`config.mk`:
```
export PLATFORM = sky130hd
export DESIGN_NAME = pif_led_monitor
export DESIGN_NICKNAME = d
export VERILOG_FILES = /design/src/rtl/pif_pkg.sv /design/src/rtl/pif_sync.sv /design/src/rtl/pif_led_monitor.sv
export SDC_FILE = /design/constraint.sdc
export NUM_CORES = 1
export LEC_CHECK = 0
export CORE_MARGIN = 4
export CORE_UTILIZATION = 55
export DETAILED_ROUTE_END_ITERATION = 6
export PLACE_DENSITY_LB_ADDON = 0.15
export SLEW_MARGIN = 20
export SYNTH_ARGS = -nofsm -noshare
export SYNTH_HDL_FRONTEND = slang
export SYNTH_SLANG_ARGS = --single-unit
```
`constraint.sdc`:
```
create_clock -name Clk -period 3.1 [get_ports Clk]
set_clock_uncertainty 0.2 [all_clocks]
set_input_delay 0.62 -clock Clk [delete_from_list [all_inputs] [get_ports Clk]]
set_output_delay 0.62 -clock Clk [all_outputs]
set_load 0.01 [all_outputs]
```
`src/rtl/pif_pkg.sv`:
```
// Shared encodings for the PIF LED flasher and its monitor.
package pif_pkg;

  // Ramp phase encodings, shared with the flasher's phase field.
  // Bit 0 is the direction (0 = rising, 1 = falling), bit 1 selects the LED.
  localparam logic [1:0] PH_RED_UP = 2'd0;
  localparam logic [1:0] PH_RED_DN = 2'd1;
  localparam logic [1:0] PH_GRN_UP = 2'd2;
  localparam logic [1:0] PH_GRN_DN = 2'd3;

  // Monitor FSM states.
  typedef enum logic [1:0] {
    ST_IDLE    = 2'd0,
    ST_FLUSH   = 2'd1,
    ST_MEASURE = 2'd2
  } state_e;

endpackage

```
`src/rtl/pif_sync.sv`:
```
// Parameterized-depth single-bit synchronizer for an asynchronous input.
module pif_sync #(
  parameter int STAGES = 2
) (
  input  logic clk,
  input  logic rst,
  input  logic d,
  output logic q
);

  logic [STAGES-1:0] ff;

  // Shift the raw input through the flop chain; the oldest stage is the output.
  always_ff @(posedge clk or posedge rst) begin
    if (rst) begin
      ff <= '0;
    end else begin
      ff <= (ff << 1) | STAGES'(d);
    end
  end

  assign q = ff[STAGES-1];

endmodule

```
`src/rtl/pif_led_monitor.sv`:
```
// Observes the flasher's active-low red/green pins, measures per-window
// on-counts (duty) and recovers the ramp phase from the window-to-window trend.
//
// Handshake: valid is a one-cycle strobe with no back-pressure; duty_red,
// duty_green, phase, conflict and dim change only in the cycle valid is high
// and hold their values until the next strobe.
//
// The FSM state is kept in the 'state' signal for observation.
module pif_led_monitor
  import pif_pkg::*;
#(
  parameter int WBITS       = 5,
  parameter int SYNC_STAGES = 2
) (
  input  logic           Clk,
  input  logic           sys_rst,
  input  logic           en,
  input  logic           red,
  input  logic           green,
  output logic [WBITS:0] duty_red,
  output logic [WBITS:0] duty_green,
  output logic [1:0]     phase,
  output logic           valid,
  output logic           conflict,
  output logic           dim
);

  localparam int FW = (SYNC_STAGES > 1) ? $clog2(SYNC_STAGES) : 1;
  localparam logic [FW-1:0]    FLAST = FW'(SYNC_STAGES - 1);
  localparam logic [WBITS-1:0] WMAX  = '1;

  state_e           state;
  state_e           state_nxt;
  logic             red_s;
  logic             green_s;
  logic             on_r;
  logic             on_g;
  logic [FW-1:0]    fcnt;
  logic [WBITS-1:0] wcnt;
  logic [WBITS:0]   cnt_r;
  logic [WBITS:0]   cnt_g;
  logic [WBITS:0]   fin_r;
  logic [WBITS:0]   fin_g;
  logic [WBITS:0]   prev_r;
  logic [WBITS:0]   prev_g;
  logic             have_prev;
  logic             win_end;
  logic [1:0]       ph_nxt;

  pif_sync #(.STAGES(SYNC_STAGES)) u_sync_red (
    .clk (Clk),
    .rst (sys_rst),
    .d   (red),
    .q   (red_s)
  );

  pif_sync #(.STAGES(SYNC_STAGES)) u_sync_green (
    .clk (Clk),
    .rst (sys_rst),
    .d   (green),
    .q   (green_s)
  );

  // Pins are active-low: a synchronized 0 is an on-sample.
  assign on_r  = ~red_s;
  assign on_g  = ~green_s;
  // Final counts include the current cycle's sample.
  assign fin_r = cnt_r + (WBITS+1)'(on_r);
  assign fin_g = cnt_g + (WBITS+1)'(on_g);

  // FSM state register.
  always_ff @(posedge Clk or posedge sys_rst) begin
    if (sys_rst) begin
      state <= ST_IDLE;
    end else begin
      state <= state_nxt;
    end
  end

  // Next-state logic and window-end detection; dropping en aborts from any state.
  always_comb begin
    state_nxt = state;
    win_end   = 1'b0;
    case (state)
      ST_IDLE: begin
        if (en) state_nxt = ST_FLUSH;
      end
      ST_FLUSH: begin
        if (!en)                state_nxt = ST_IDLE;
        else if (fcnt == FLAST) state_nxt = ST_MEASURE;
      end
      ST_MEASURE: begin
        if (!en) state_nxt = ST_IDLE;
        else     win_end   = (wcnt == WMAX);
      end
      default: state_nxt = ST_IDLE;
    endcase
  end

  // Phase decode from the trend of the single lit LED; conflict/dim windows
  // leave the phase alone, and an equal count keeps the direction bit.
  always_comb begin
    ph_nxt = phase;
    if (fin_r != '0 && fin_g == '0) begin
      if (!have_prev || fin_r > prev_r) ph_nxt = PH_RED_UP;
      else if (fin_r < prev_r)          ph_nxt = PH_RED_DN;
      else                              ph_nxt = {1'b0, phase[0]};
    end else if (fin_g != '0 && fin_r == '0) begin
      if (!have_prev || fin_g > prev_g) ph_nxt = PH_GRN_UP;
      else if (fin_g < prev_g)          ph_nxt = PH_GRN_DN;
      else                              ph_nxt = {1'b1, phase[0]};
    end
  end

  // Flush, window and on-counters; windows run back to back with no gap.
  always_ff @(posedge Clk or posedge sys_rst) begin
    if (sys_rst) begin
      fcnt  <= '0;
      wcnt  <= '0;
      cnt_r <= '0;
      cnt_g <= '0;
    end else begin
      if (state == ST_FLUSH && state_nxt == ST_FLUSH) fcnt <= fcnt + 1'b1;
      else                                            fcnt <= '0;
      if (state == ST_MEASURE && en) begin
        wcnt  <= wcnt + 1'b1;
        cnt_r <= win_end ? '0 : fin_r;
        cnt_g <= win_end ? '0 : fin_g;
      end else begin
        wcnt  <= '0;
        cnt_r <= '0;
        cnt_g <= '0;
      end
    end
  end

  // Output and trend registers, loaded only at a completed window end.
  always_ff @(posedge Clk or posedge sys_rst) begin
    if (sys_rst) begin
      duty_red   <= '0;
      duty_green <= '0;
      phase      <= PH_RED_UP;
      valid      <= 1'b0;
      conflict   <= 1'b0;
      dim        <= 1'b0;
      prev_r     <= '0;
      prev_g     <= '0;
      have_prev  <= 1'b0;
    end else begin
      valid <= win_end;
      if (win_end) begin
        duty_red   <= fin_r;
        duty_green <= fin_g;
        conflict   <= (fin_r != '0) && (fin_g != '0);
        dim        <= (fin_r == '0) && (fin_g == '0);
        phase      <= ph_nxt;
        prev_r     <= fin_r;
        prev_g     <= fin_g;
        have_prev  <= 1'b1;
      end else if (state_nxt == ST_IDLE) begin
        have_prev  <= 1'b0;
      end
    end
  end

endmodule

```
==> flow_summary.json, run 1 <==
{
  "outcome": "finished clean",
  "area_delta_synth_final_pct": 18.7,
  "finalSetupViolations": 0,
  "min_path_type": "flip-flop to flip-flop",
  "cts_resized": 0,
  "busiest_layer": "met2",
  "post_synth_ao_oa_area_fraction": 0.0828,
  "power_frac_seq": 0.560,
  "cts_tree": "built",
  "synthArstFlopShare": 1.00,
  "top_area_cell": "dfrtp_1",
  "clkLatencyLatePin_ns": 0.29,
  "grt_max_degree": 43,
  "yosys_cells": 202,
  "io_buffers": 21,
  "avgSynthCellArea_um2": 10.4,
  "drt_iter0_drc": 71,
  "chip_area_um2": 4870,
  "fin_area_um2": 2490,
  "io_pins": 22,
  "ys_sh_mux": 0,
  "antenna_cells": 0,
  "warning_count": 28,
  "logic_family": "simple AND/OR/NAND/NOR gates",
  "post-route-period-util": 0.919,
  "timing.final.ws_setup_ns": 0.250,
  "flop_cell": "dfrtp_1",
  "place_congestion": 0.852,
  "grtUsageTotal": 0.180,
  "crit_path_start_kind": "flip-flop",
  "cts_max_level": 2
}
## run 1: critical path: stages (launching register included)
cell and delay, ns:
dfrtp_1 0.33, inv_1 0.04, ha_1 0.24, ha_1 0.24, xnor2_1 0.22, inv_1 0.10
nor3_1 0.18, and4_2 0.27, inv_1 0.06, ha_1 0.24, inv_1 0.09, nand4_1 0.08
o32ai_1 0.28, a31oi_1 0.12, o21ai_1 0.07
## run 1: power groups by stage
stage               Sequential (mW)  Combinational [mW]  Clock [mW]
global placement              0.567              0.0371           0
CTS                           0.557              0.0382       0.414
detailed placement            0.568              0.0378           0
floorplan                     0.567              0.0244           0
global route                  0.557              0.0440       0.442
finish                        0.557              0.0372       0.400
## run 1: final cells by class
| class | count | area, µm² | share of cell area |
|---|---|---|---|
| flip-flops and latches | 42 | 1050 | 0.422 |
| multi-input cells | 141 | 977 | 0.392 |
| repair buffers | 24 | 233 | 0.0934 |
| clock buffers | 8 | 110 | 0.0442 |
| inverters | 16 | 60.1 | 0.0241 |
| well taps | 48 | 60.1 | 0.0241 |
## run 1: state kept, by name, summed over array words and instances (netlist names), 5 cells and up
signal,cells
prev_r,6
prev_g,6
cnt_g,6
wcnt,5
cnt_r,6
## run 1: path summary, 6_finish.rpt
kind | end | cells past startpoint | from | slack, ns
worst max register to register | phase[0] | 14 | u_sync_red.ff[1] | 0.25
max in group asynchronous | prev_g[0] | 3 | sys_rst | 1.77
min in group asynchronous | u_sync_green.ff[0] | 3 | sys_rst | 0.56
worst min-delay path | u_sync_green.ff[1] | 0 | u_sync_green.ff[0] | 0.15
worst max-delay path | phase[0] | 14 | u_sync_red.ff[1] | 0.25
worst min register to register | u_sync_green.ff[1] | 0 | u_sync_green.ff[0] | 0.15
Figure 1. The metal 2 layer (run 1).
(6 px per µm)
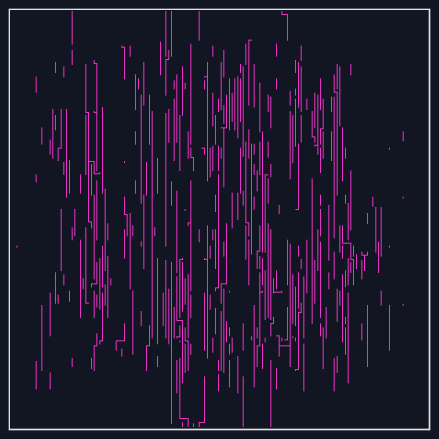
The layer holds 49% of the routed length. The layer carries 1950 µm of wire.
GR met2 Demand/Resource: 0.290
Via Count: 1470

Figure 2. Floorplan with the power grid (run 1).
(6 px per µm) Pins as bars on the die edge.
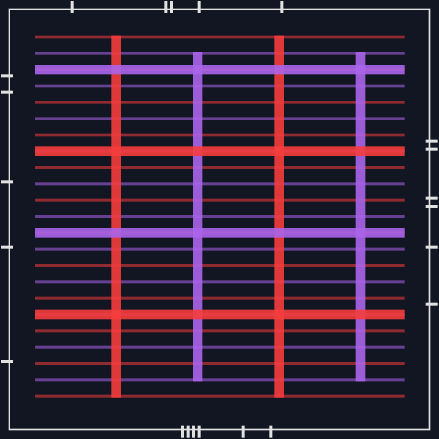
Purple marks VDD. Red marks VSS.
4 straps on met5. 22 signal pins sit on the boundary. The core has 22 rows. 4 straps on met4.
width of the die: 69.8 µm
core area: 3690 µm²
Die Ht: 69.8 µm
Worst IR Drop VDD: 0.000340 V

Figure 3. Local utilization (run 1).
(6 px per µm) The die is cut into 7 by 7 equal tiles; black is low, pale yellow is high, 0 to 100% covered.
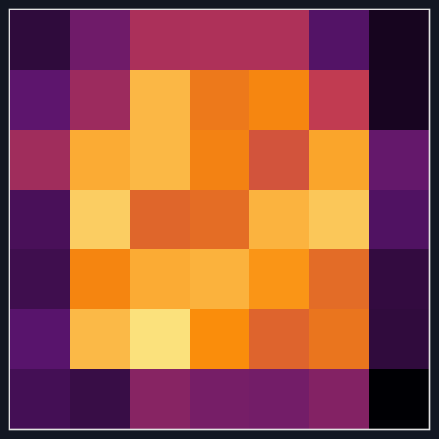
27% of the tiles are over 75% full. 2.0% of the tiles are nearly empty. The densest ninth of the die: centre.
Core Util, Final: 0.675
Core Util at FP: 0.569

Figure 4. The clock network (run 1).
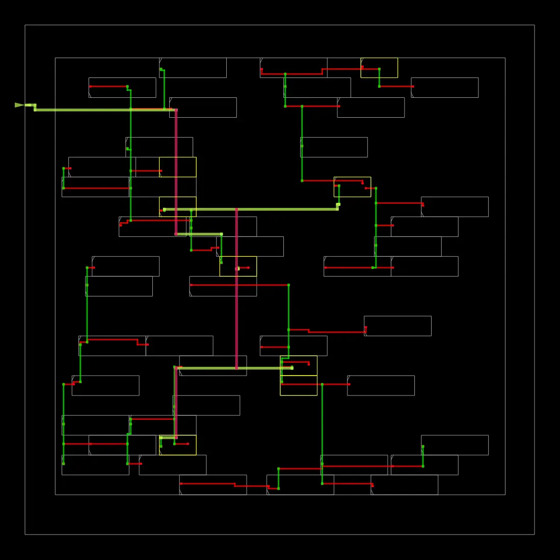

==> inputs of run 2 (changes only) <==
--- a/config.mk
+++ b/config.mk
@@ -5,6 +5,7 @@
 export SDC_FILE = /design/constraint.sdc
 export NUM_CORES = 1
 export LEC_CHECK = 0
+export ABC_CLOCK_PERIOD_IN_PS = 3600
 export CORE_MARGIN = 4
 export CORE_UTILIZATION = 55
 export DETAILED_ROUTE_END_ITERATION = 6
==> constraint.sdc (replaced) <==
create_clock -name Clk -period 3.6 [get_ports Clk]
set_clock_uncertainty 0.2 [all_clocks]
set_input_delay 0.36 -clock Clk [delete_from_list [all_inputs] [get_ports Clk]]
set_output_delay 0.36 -clock Clk [all_outputs]
set_load 0.01 [all_outputs]
Figure 5. The clock network (run 2).
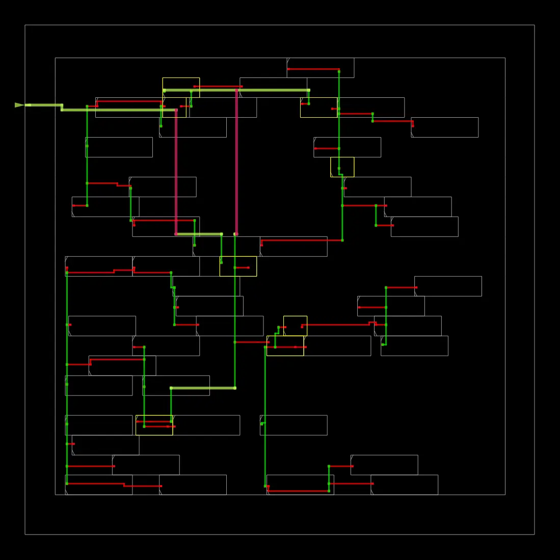
clock group total power: 0.319 mW
clock buffer count: 5
FF+latch count: 42

Figure 6. The metal 2 layer (run 2).
(6 px per µm)
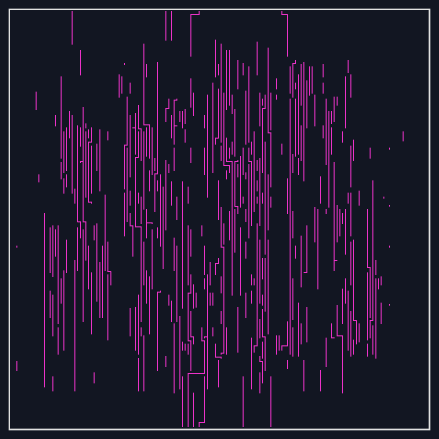
Post-Route WL: 4.07 mm
Via Count: 1483
GR met2 Demand/Resource: 0.323

==> flow_summary.json, run 2 <==
{
  "post-route-period-util": 0.785,
  "min_path_type": "flip-flop to flip-flop",
  "grt_max_degree": 23,
  "cts_max_level": 2,
  "path_buffers": 4,
  "fp_util": 0.569,
  "critPathMaxFanout": 4,
  "synthArstFlopShare": 1.00,
  "outcome": "finished clean",
  "cp_slowest_cell": "dfrtp_1",
  "r2r_cells": 14,
  "cts.reportedPaths.clkPinSlew_ns": 0.09,
  "cp.depth": 14,
  "r2r_slack_ns": 0.77,
  "layout.nets": 248,
  "path_cells": "inv_1 -> ha_1 -> ha_1 -> xnor2_1 -> inv_1 -> nor3_1 -> and4_2 -> inv_1 -> ha_1 -> inv_1 -> nand4_1 -> o32ai_1 -> a31oi_1 -> o21ai_1",
  "post_synth_ao_oa_area_fraction": 0.0828,
  "logic_family": "simple AND/OR/NAND/NOR gates",
  "ys_sh_mux": 0,
  "avgSynthCellArea_um2": 10.4,
  "flop_cell": "dfrtp_1",
  "clkSinkCount": 42,
  "io_buffers": 21,
  "cp_slowest_stage_delay_ns": 0.34,
  "startpoint": "u_sync_red.ff[1]",
  "io_pins": 22,
  "final_util": 0.667,
  "r2r_start": "u_sync_red.ff[1]",
  "worstSetupEndpoint": "phase[0]",
  "warning_count": 28,
  "cts_tree": "built",
  "cpMostUsedCell": "inv_1",
  "synth.area.top_cells": "dfrtp_1 (50%), ha_1 (8.9%), nand2_1 (4.5%), xnor2_1 (3.8%), o21ai_0 (3.6%)",
  "place_congestion": 0.859,
  "antenna_cells": 0,
  "fin_area_um2": 2460,
  "crit_path_start_kind": "flip-flop",
  "top_area_cell": "dfrtp_1",
  "synthCells": 202,
  "die_w_um": 69.8,
  "grtUsageTotal": 0.180,
  "yosys_cells": 202,
  "fp.dieH_um": 69.8,
  "finalSetupViolations": 0,
  "r2r-end": "phase[0]",
  "area_delta_synth_final_pct": 17.2,
  "worstMarginPinSlew_ns": 0.821
}
Figure 7. Floorplan with the power grid (run 2).
(6 px per µm) Pins as bars on the die edge.
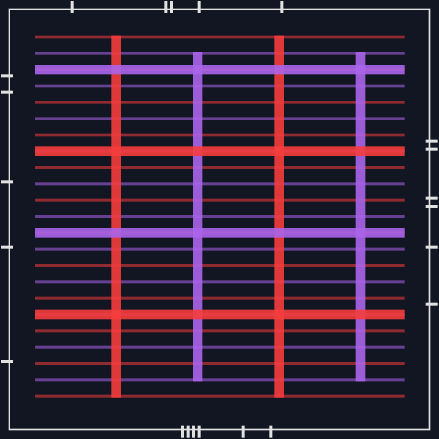
Worst IR Drop VDD: 0.000323 V

## run 2: cell counts after synthesis
Identical to the previous run, type by type.
## run 2: logic make-up after synthesis
logic type / Yosys count
AOI/OAI and AO/OA: 30
and+or+nand+nor: 77
buffers and inverters: 19
adders and majority gates: 18
xor gates and xnor gates: 16
DFF: 42
## run 2: layer usage
layer	part of all wire	track usage	vias to the layer above
li1	-	-	729
met1	0.45	0.216	732
met2	0.52	0.323	18
met3	0.026	0.0348	4
met4	0.0089	0.0574	0
met5	0	0	-
## run 2: final cells by class
type                    count  area, µm²  share of cell area
clock buffers               5       68.8              0.0280
clock inverters             3       26.3              0.0107
inverters                  16       60.1              0.0244
multi-input cells         141        977               0.397
flip-flops and latches     42       1050               0.427
well taps                  48       60.1              0.0244
repair buffers             22        218              0.0885
## run 2: report_power, final
part / switching (mW) / internal (mW)
sequential: 0.00324 / 0.476
clock: 0.175 / 0.144
combinational: 0.0202 / 0.0124
## run 2: how the worst min path moves through the flow
stage	slack [ns]	cells past startpoint	from	end
3_5_place_dp	0.14	0	u_sync_red.ff[0]	u_sync_red.ff[1]
2_1_floorplan	0.13	0	u_sync_green.ff[0]	u_sync_green.ff[1]
5_1_grt	0.17	0	u_sync_green.ff[0]	u_sync_green.ff[1]
4_1_cts	0.16	0	u_sync_green.ff[0]	u_sync_green.ff[1]
6_report	0.15	0	u_sync_red.ff[0]	u_sync_red.ff[1]
3_3_place_gp	0.13	0	u_sync_red.ff[0]	u_sync_red.ff[1]
## run 2: metrics by stage
step | setup WS [ns] | instances
2_1_floorplan | 1.13 | 202
3_3_place_gp | 0.878 | 269
4_1_cts | 0.778 | 277
5_1_grt | 0.563 | 277
6_report | 0.775 | 277
3_5_place_dp | 0.758 | 269
No activity file was given, so power comes from the tool's default toggle rates.
